--- src/rtl/fetch_prefetch_pkg.sv ---
// Shared constants for the instruction prefetch stage: instruction width and reset PC.
package fetch_prefetch_pkg;

  localparam int          INSTR_W          = 32;
  localparam logic [31:0] RESET_PC_DEFAULT = 32'h0000_0000;

endpackage

--- src/rtl/fetch_prefetch_fifo.sv ---
// Circular buffer of {word PC, instruction} pairs with flush.
// The head entry is presented directly from storage so decode sees it without a read stage.
module prefetch_fifo #(
  parameter int DEPTH  = 8,
  parameter int DATA_W = 32,
  parameter int PC_W   = 30
) (
  input  logic                     clk,
  input  logic                     rst,
  input  logic                     push,
  input  logic [DATA_W-1:0]        push_data,
  input  logic [PC_W-1:0]          push_pc,
  input  logic                     pop,
  input  logic                     flush,
  output logic [$clog2(DEPTH):0]   count,
  output logic                     empty,
  output logic [DATA_W-1:0]        head_data,
  output logic [PC_W-1:0]          head_pc
);

  localparam int PTR_W = $clog2(DEPTH);

  logic [PTR_W-1:0]  head_q, head_d;
  logic [PTR_W-1:0]  tail_q, tail_d;
  logic [PTR_W:0]    count_q, count_d;
  logic [DATA_W-1:0] data_q [DEPTH];
  logic [DATA_W-1:0] data_d [DEPTH];
  logic [PC_W-1:0]   pc_q   [DEPTH];
  logic [PC_W-1:0]   pc_d   [DEPTH];

  // Flush has priority over any push or pop in the same cycle.
  always_comb begin
    head_d  = head_q;
    tail_d  = tail_q;
    count_d = count_q;
    data_d  = data_q;
    pc_d    = pc_q;
    if (flush) begin
      head_d  = '0;
      tail_d  = '0;
      count_d = '0;
    end else begin
      if (push) begin
        data_d[tail_q] = push_data;
        pc_d[tail_q]   = push_pc;
        tail_d         = tail_q + PTR_W'(1);
      end
      if (pop) begin
        head_d = head_q + PTR_W'(1);
      end
      case ({push, pop})
        2'b10:   count_d = count_q + (PTR_W+1)'(1);
        2'b01:   count_d = count_q - (PTR_W+1)'(1);
        default: count_d = count_q;
      endcase
    end
  end

  always_ff @(posedge clk or negedge rst) begin
    if (!rst) begin
      head_q  <= '0;
      tail_q  <= '0;
      count_q <= '0;
      for (int i = 0; i < DEPTH; i++) begin
        data_q[i] <= '0;
        pc_q[i]   <= '0;
      end
    end else begin
      head_q  <= head_d;
      tail_q  <= tail_d;
      count_q <= count_d;
      data_q  <= data_d;
      pc_q    <= pc_d;
    end
  end

  assign count     = count_q;
  assign empty     = (count_q == '0);
  assign head_data = data_q[head_q];
  assign head_pc   = pc_q[head_q];

endmodule

--- src/rtl/fetch_prefetch.sv ---
// Instruction prefetch: sequential reads from a 1-cycle-latency memory into a FIFO feeding decode.
// Define PREFETCH_BYPASS_EN to forward a returning word straight to decode when the FIFO is empty.
module fetch_prefetch
  import fetch_prefetch_pkg::*;
#(
  parameter int               M_WIDTH  = INSTR_W,
  parameter int               ADDR_W   = 30,
  parameter int               DEPTH    = 8,
  parameter logic [ADDR_W+1:0] RESET_PC = RESET_PC_DEFAULT
) (
  input  logic                clk,
  input  logic                rst,
  output logic [ADDR_W-1:0]   mem_addr,
  output logic                mem_req,
  input  logic                mem_grant,
  input  logic [M_WIDTH-1:0]  mem_data,
  input  logic                redirect,
  input  logic [ADDR_W+1:0]   redirect_pc,
  output logic                instr_valid,
  output logic [M_WIDTH-1:0]  instr,
  output logic [ADDR_W+1:0]   instr_pc,
  input  logic                instr_ready
);

  localparam int CNT_W = $clog2(DEPTH) + 1;

  logic [ADDR_W-1:0]  fetch_pc_q, fetch_pc_d;
  logic [ADDR_W-1:0]  issue_pc_q, issue_pc_d;
  logic               inflight_q, inflight_d;
  logic [CNT_W-1:0]   fifo_count;
  logic [CNT_W-1:0]   occupancy;
  logic               fifo_empty;
  logic               fifo_push;
  logic               fifo_pop;
  logic               issue;
  logic               ret_valid;
  logic [M_WIDTH-1:0] head_data;
  logic [ADDR_W-1:0]  head_pc;
  logic               unused_pc_bits;

  assign unused_pc_bits = ^redirect_pc[1:0];

  // Reserving a slot for the in-flight word means a returning word can never find the FIFO full.
  assign occupancy = fifo_count + CNT_W'(inflight_q);
  assign issue     = rst & mem_grant & ~redirect & (occupancy < CNT_W'(DEPTH));
  assign ret_valid = inflight_q & ~redirect;
  assign mem_req   = issue;
  assign mem_addr  = fetch_pc_q;

  always_comb begin
    fetch_pc_d = fetch_pc_q;
    issue_pc_d = issue_pc_q;
    inflight_d = 1'b0;
    if (redirect) begin
      fetch_pc_d = redirect_pc[ADDR_W+1:2];
    end else if (issue) begin
      fetch_pc_d = fetch_pc_q + ADDR_W'(1);
      issue_pc_d = fetch_pc_q;
      inflight_d = 1'b1;
    end
  end

  always_ff @(posedge clk or negedge rst) begin
    if (!rst) begin
      fetch_pc_q <= RESET_PC[ADDR_W+1:2];
      issue_pc_q <= '0;
      inflight_q <= 1'b0;
    end else begin
      fetch_pc_q <= fetch_pc_d;
      issue_pc_q <= issue_pc_d;
      inflight_q <= inflight_d;
    end
  end

`ifdef PREFETCH_BYPASS_EN
  logic bypass;

  // A word consumed straight off the bus is never written into the FIFO.
  assign bypass      = fifo_empty & ret_valid;
  assign instr_valid = ~fifo_empty | bypass;
  assign instr       = bypass ? mem_data : head_data;
  assign instr_pc    = {(bypass ? issue_pc_q : head_pc), 2'b00};
  assign fifo_push   = ret_valid & ~(bypass & instr_ready);
`else
  assign instr_valid = ~fifo_empty;
  assign instr       = head_data;
  assign instr_pc    = {head_pc, 2'b00};
  assign fifo_push   = ret_valid;
`endif

  assign fifo_pop = ~fifo_empty & instr_ready & ~redirect;

  prefetch_fifo #(
    .DEPTH  (DEPTH),
    .DATA_W (M_WIDTH),
    .PC_W   (ADDR_W)
  ) u_fifo (
    .clk       (clk),
    .rst       (rst),
    .push      (fifo_push),
    .push_data (mem_data),
    .push_pc   (issue_pc_q),
    .pop       (fifo_pop),
    .flush     (redirect),
    .count     (fifo_count),
    .empty     (fifo_empty),
    .head_data (head_data),
    .head_pc   (head_pc)
  );

endmodule

--- config.mk ---
export PLATFORM = sky130hd
export DESIGN_NAME = fetch_prefetch
export DESIGN_NICKNAME = d
export VERILOG_FILES = /design/src/rtl/fetch_prefetch_pkg.sv /design/src/rtl/fetch_prefetch_fifo.sv /design/src/rtl/fetch_prefetch.sv
export SDC_FILE = /design/constraint.sdc
export NUM_CORES = 1
export LEC_CHECK = 0
export CORE_ASPECT_RATIO = 1.75
export CORE_UTILIZATION = 64
export CTS_CLUSTER_DIAMETER = 100
export DETAILED_ROUTE_END_ITERATION = 6
export DONT_BUFFER_PORTS = 1
export HOLD_SLACK_MARGIN = 0.03
export PLACE_DENSITY = 0.86
export SLEW_MARGIN = 20
export SYNTH_ARGS = -nofsm -noshare
export SYNTH_HDL_FRONTEND = slang
export SYNTH_SLANG_ARGS = --single-unit
--- constraint.sdc ---
create_clock -name clk -period 2.84 [get_ports clk]
set_input_delay 0.568 -clock clk [delete_from_list [all_inputs] [get_ports clk]]
set_output_delay 0.568 -clock clk [all_outputs]
set_load 0.005 [all_outputs]
Figure 1. Supply network.
The bar under the picture is 50 µm long. Pins as bars on the die edge.
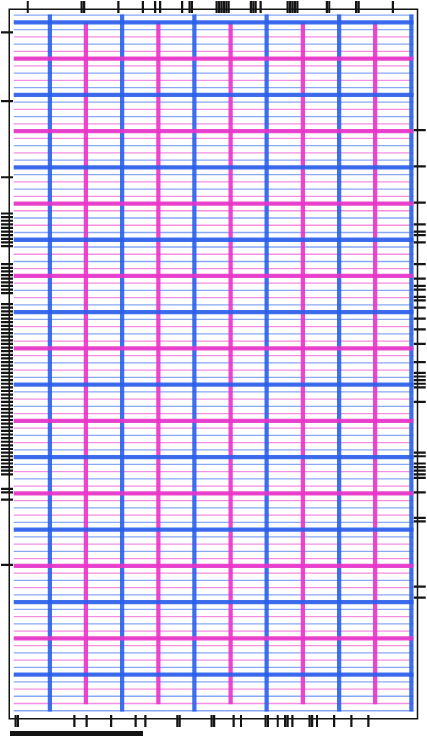
| color | net |
|---|---|
| blue | VSS |
| magenta | VDD |
signal pins: 165
met4 straps: 11
met1 rails: 97
met5 straps: 19
rows: 96
Max VDD drop: 0.000507 V
DIE WIDTH: 153 µm
core box area: 39200 µm²
die height: 266 µm

Figure 2. Cells colored by class.
The bar under the picture is 50 µm long.
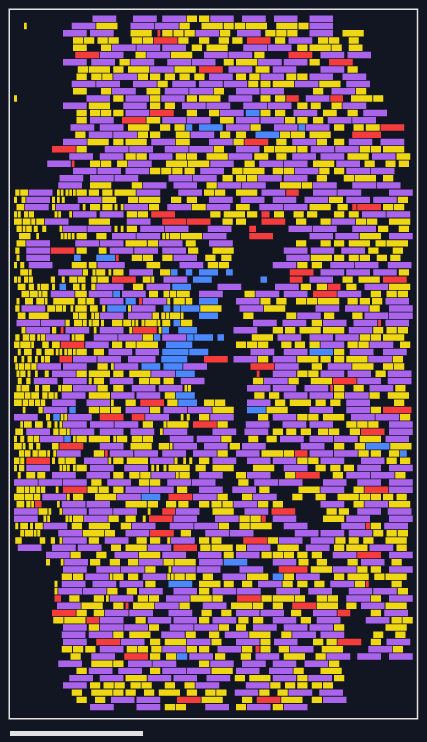
| color | class | cells | share of their area |
|---|---|---|---|
| red | clock drivers and dummy loads | 84 | 5.9% |
| yellow | remaining logic cells | 983 | 40% |
| purple | registers | 567 | 52% |
| blue | remaining buffers and delay cells | 51 | 2.9% |
design area: 28100 µm²
fin util: 71.8%
Placement Rows: 96

==> results.tsv <==
metric	value	unit
drc	9	
simple_gate_area_share	3.79	%
startpoint_type	input port	
yosys_warnings	0	
yosysCellCount	1659	
seq_area	14200	µm²
synth.top_cell.area_share	55.8	%
cts_buffer_depth	3	
dp_hpwl	32000	µm
setup_violations	7	
gp_congestion	0.844	
grt_max_degree	570	
finalClockSkew	14.2	ps
crit_type	input port to primary output	
clk_latency	570	ps
drt_iter0_drc	806	
drv_slew	421	
clk_pin_slew	70	ps
fin_cells	2176	
synthTopCellsByCount	dfrtp_1 (567), mux2_2 (561), mux4_2 (124), nand2_1 (120), buf_2 (48)	
hold_viol_final	132	
viasPerCell	6.55	
cpMaxStageDelayCell	nand3b_1	
yosys_area	25400	µm²
maxCapViolCount	0	
yosys.area.top_type	dfrtp_1	
post_dp_cell_area	26100	µm²
io_buffers	0	
avgSynthCellArea	15.3	µm²
clock-sinks	567	
tightest_slew	2140	ps
xor_area_share	1.10	%
cpPeakStageDelay	710	ps
ys_sh_mux	36.1	%
dieArea	40600	µm²
clockRootBuffer	clkbuf_16	
worst_hold_slack	-278	ps
max_freq	0.293	GHz
synth-edff-count	0	
cts_buffers	49	
post_drt_wl_per_cell	25.9	µm
ys.flops	567	
h-tree-depth	2	
violations	DRC, hold timing, slew limit, setup timing	
setup_slack	-576	ps
finalClockPeriodUsage	120	%
cts_tree	yes	
top_cells_by_area	dfrtp_1 (56%), mux2_2 (25%), mux4_2 (11%)	
syn_inst	1659	
placedCellCount	2078	
arrival	2850	ps
grt_usage	28.0	%
grt_pass1_vias	15700	
wirelength	56400	µm
grt_pass1_wl	87300	µm
outcome	finished, violations left	
synthArstFlopShare	100	%
ys_sh_adder	0.246	%
path_delay_family	simple AND/OR/NAND/NOR gates	
synth.distinct_cells	44	
synth_area	25400	µm²
drive_gt1_share	48.8	%
path_buffers	1	
ff_type	dfrtp_1	
ys_seq_share	55.8	%
overflow	0	
warning_count	33	
path_cells	nand3b_1 -> mux2i_4 -> nand2_2 -> clkinvlp_4	
leakagePower	13.3	nW
vias	14200	
antenna_left	0	
top_cell	dfrtp_1	
power.density	726	nW/µm²
nFillCells	2441	
ioPinCount	165	
logic_family	multiplexers	
antenna_found_initial	1	
required	2270	ps
ys_sh_aoi	1.06	%
fin_crit	3420	ps
dr.pass1.iters	7	
crit_path_end_kind	primary output	
nets	1726	
crit_fanout	569	
reg2reg_slack	540	ps
hold_path.class	input port to async pin	
fp_util	65.0	%
comb_area	10900	µm²
area_growth	10.5	%
slew_headroom	-43.0	%
-- state kept, by name, summed over array words and instances (netlist names) --
signal / count
issue_pc_q: 30
u_fifo.tail_q: 3
inflight_q: 1
u_fifo.head_q: 3
mem_addr: 30
u_fifo.data_q: 256
u_fifo.pc_q: 240
u_fifo.count: 4
-- layer usage --
metal / vias up / share of wire, % / wire [µm] / GRT usage, %
li1: 6078 / - / - / -
met1: 7608 / 39 / 21800 / 34.5
met2: 426 / 52 / 29600 / 49.5
met3: 133 / 4.8 / 2720 / 4.65
met4: 0 / 4.2 / 2350 / 10.6
met5: - / 0 / 0 / 0
-- layout make-up --
type	instances	area share (%)
Sequential cell	567	50.5
Tap cell	490	2.18
Inverter	6	0.0935
Clock buffer	73	5.23
Clock inverter	11	0.503
Timing Repair Buffer	51	2.82
Antenna cell	1	0.00890
Multi-Input combinational cell	977	38.6
-- worst reg2reg max path, cell delays in order, from the launching register on --
cell and delay [ps]:
dfrtp_1 480, nand2_1 190, nor2_4 630, buf_4 470, mux2_2 410
-- worst paths after layout --
| path | startpoint | depth (start not counted) | endpoint |
|---|---|---|---|
| setup / recovery | rst | 4 | mem_req |
| hold / removal | rst | 0 | u_fifo.data_q[119] |
| setup reg to reg | u_fifo.tail_q[1] | 4 | u_fifo.data_q[29] |
| hold reg to reg | u_fifo.pc_q[212] | 1 | u_fifo.pc_q[212] |
| max in group asynchronous | rst | 0 | u_fifo.head_q[1] |
| min in group clk | redirect | 1 | u_fifo.count[1] |
-- logic make-up (layout without fill, tap and decap cells) --
group,Yosys count,in the layout
AND-OR/OR-AND,42,42
XOR/XNOR,32,32
adder cells (fa/ha/maj),5,5
buffers and inverters,116,141
flip-flops,567,567
multiplexers,690,690
other,1,3
AND/OR/NAND/NOR,206,206
-- where the power goes --
group          leakage (nW)  total (mW)  internal, mW  switching, mW
Combinational          4.81        3.86          2.24           1.62
Sequential             7.70        9.80          8.92          0.879
Clock                 0.784        6.74          3.84           2.90
Total                  13.3        20.4          15.0           5.40
-- placed cells by master, fill, tap and decap left out, types with 5 or more instances in the layout --
cell / n
ha_1: 5
nor2_1: 18
dfrtp_1: 564
buf_12: 18
clkbuf_16: 57
mux2_4: 19
clkbuf_8: 11
mux4_2: 124
xnor2_1: 12
buf_4: 20
and4_1: 7
clkbuf_1: 11
nand3_1: 13
mux2_2: 542
nand4_1: 21
nor3_1: 5
o21ai_0: 26
and3_1: 5
nand2_1: 119
xor2_1: 20
-- metrics by stage --
stage | hold slack [ps] | worst slack (ps) | TNS, ps | total power [mW] | utilization, %
after detailed placement | 298 | 504 | 0 | 13.4 | 66.7
after global placement | 301 | 537 | 0 | 13.2 | 66.7
after CTS | -303 | -88.5 | -2140 | 20.2 | 71.1
final | -278 | -576 | -799 | 20.4 | 71.8
after global routing | -297 | -16.2 | -129 | 21.2 | 71.8
after floorplan | 272 | 409 | 0 | 12.3 | -
-- timing repair --
action,4_1_cts,5_1_grt
resized,20,7
gates cloned,0,9
endpoints found under the setup margin,48,63
buffers inserted,0,4
pin swaps,0,0
hold endpoints to repair,567,567
Power figures rest on the tool's default switching activity, not on a simulated workload.
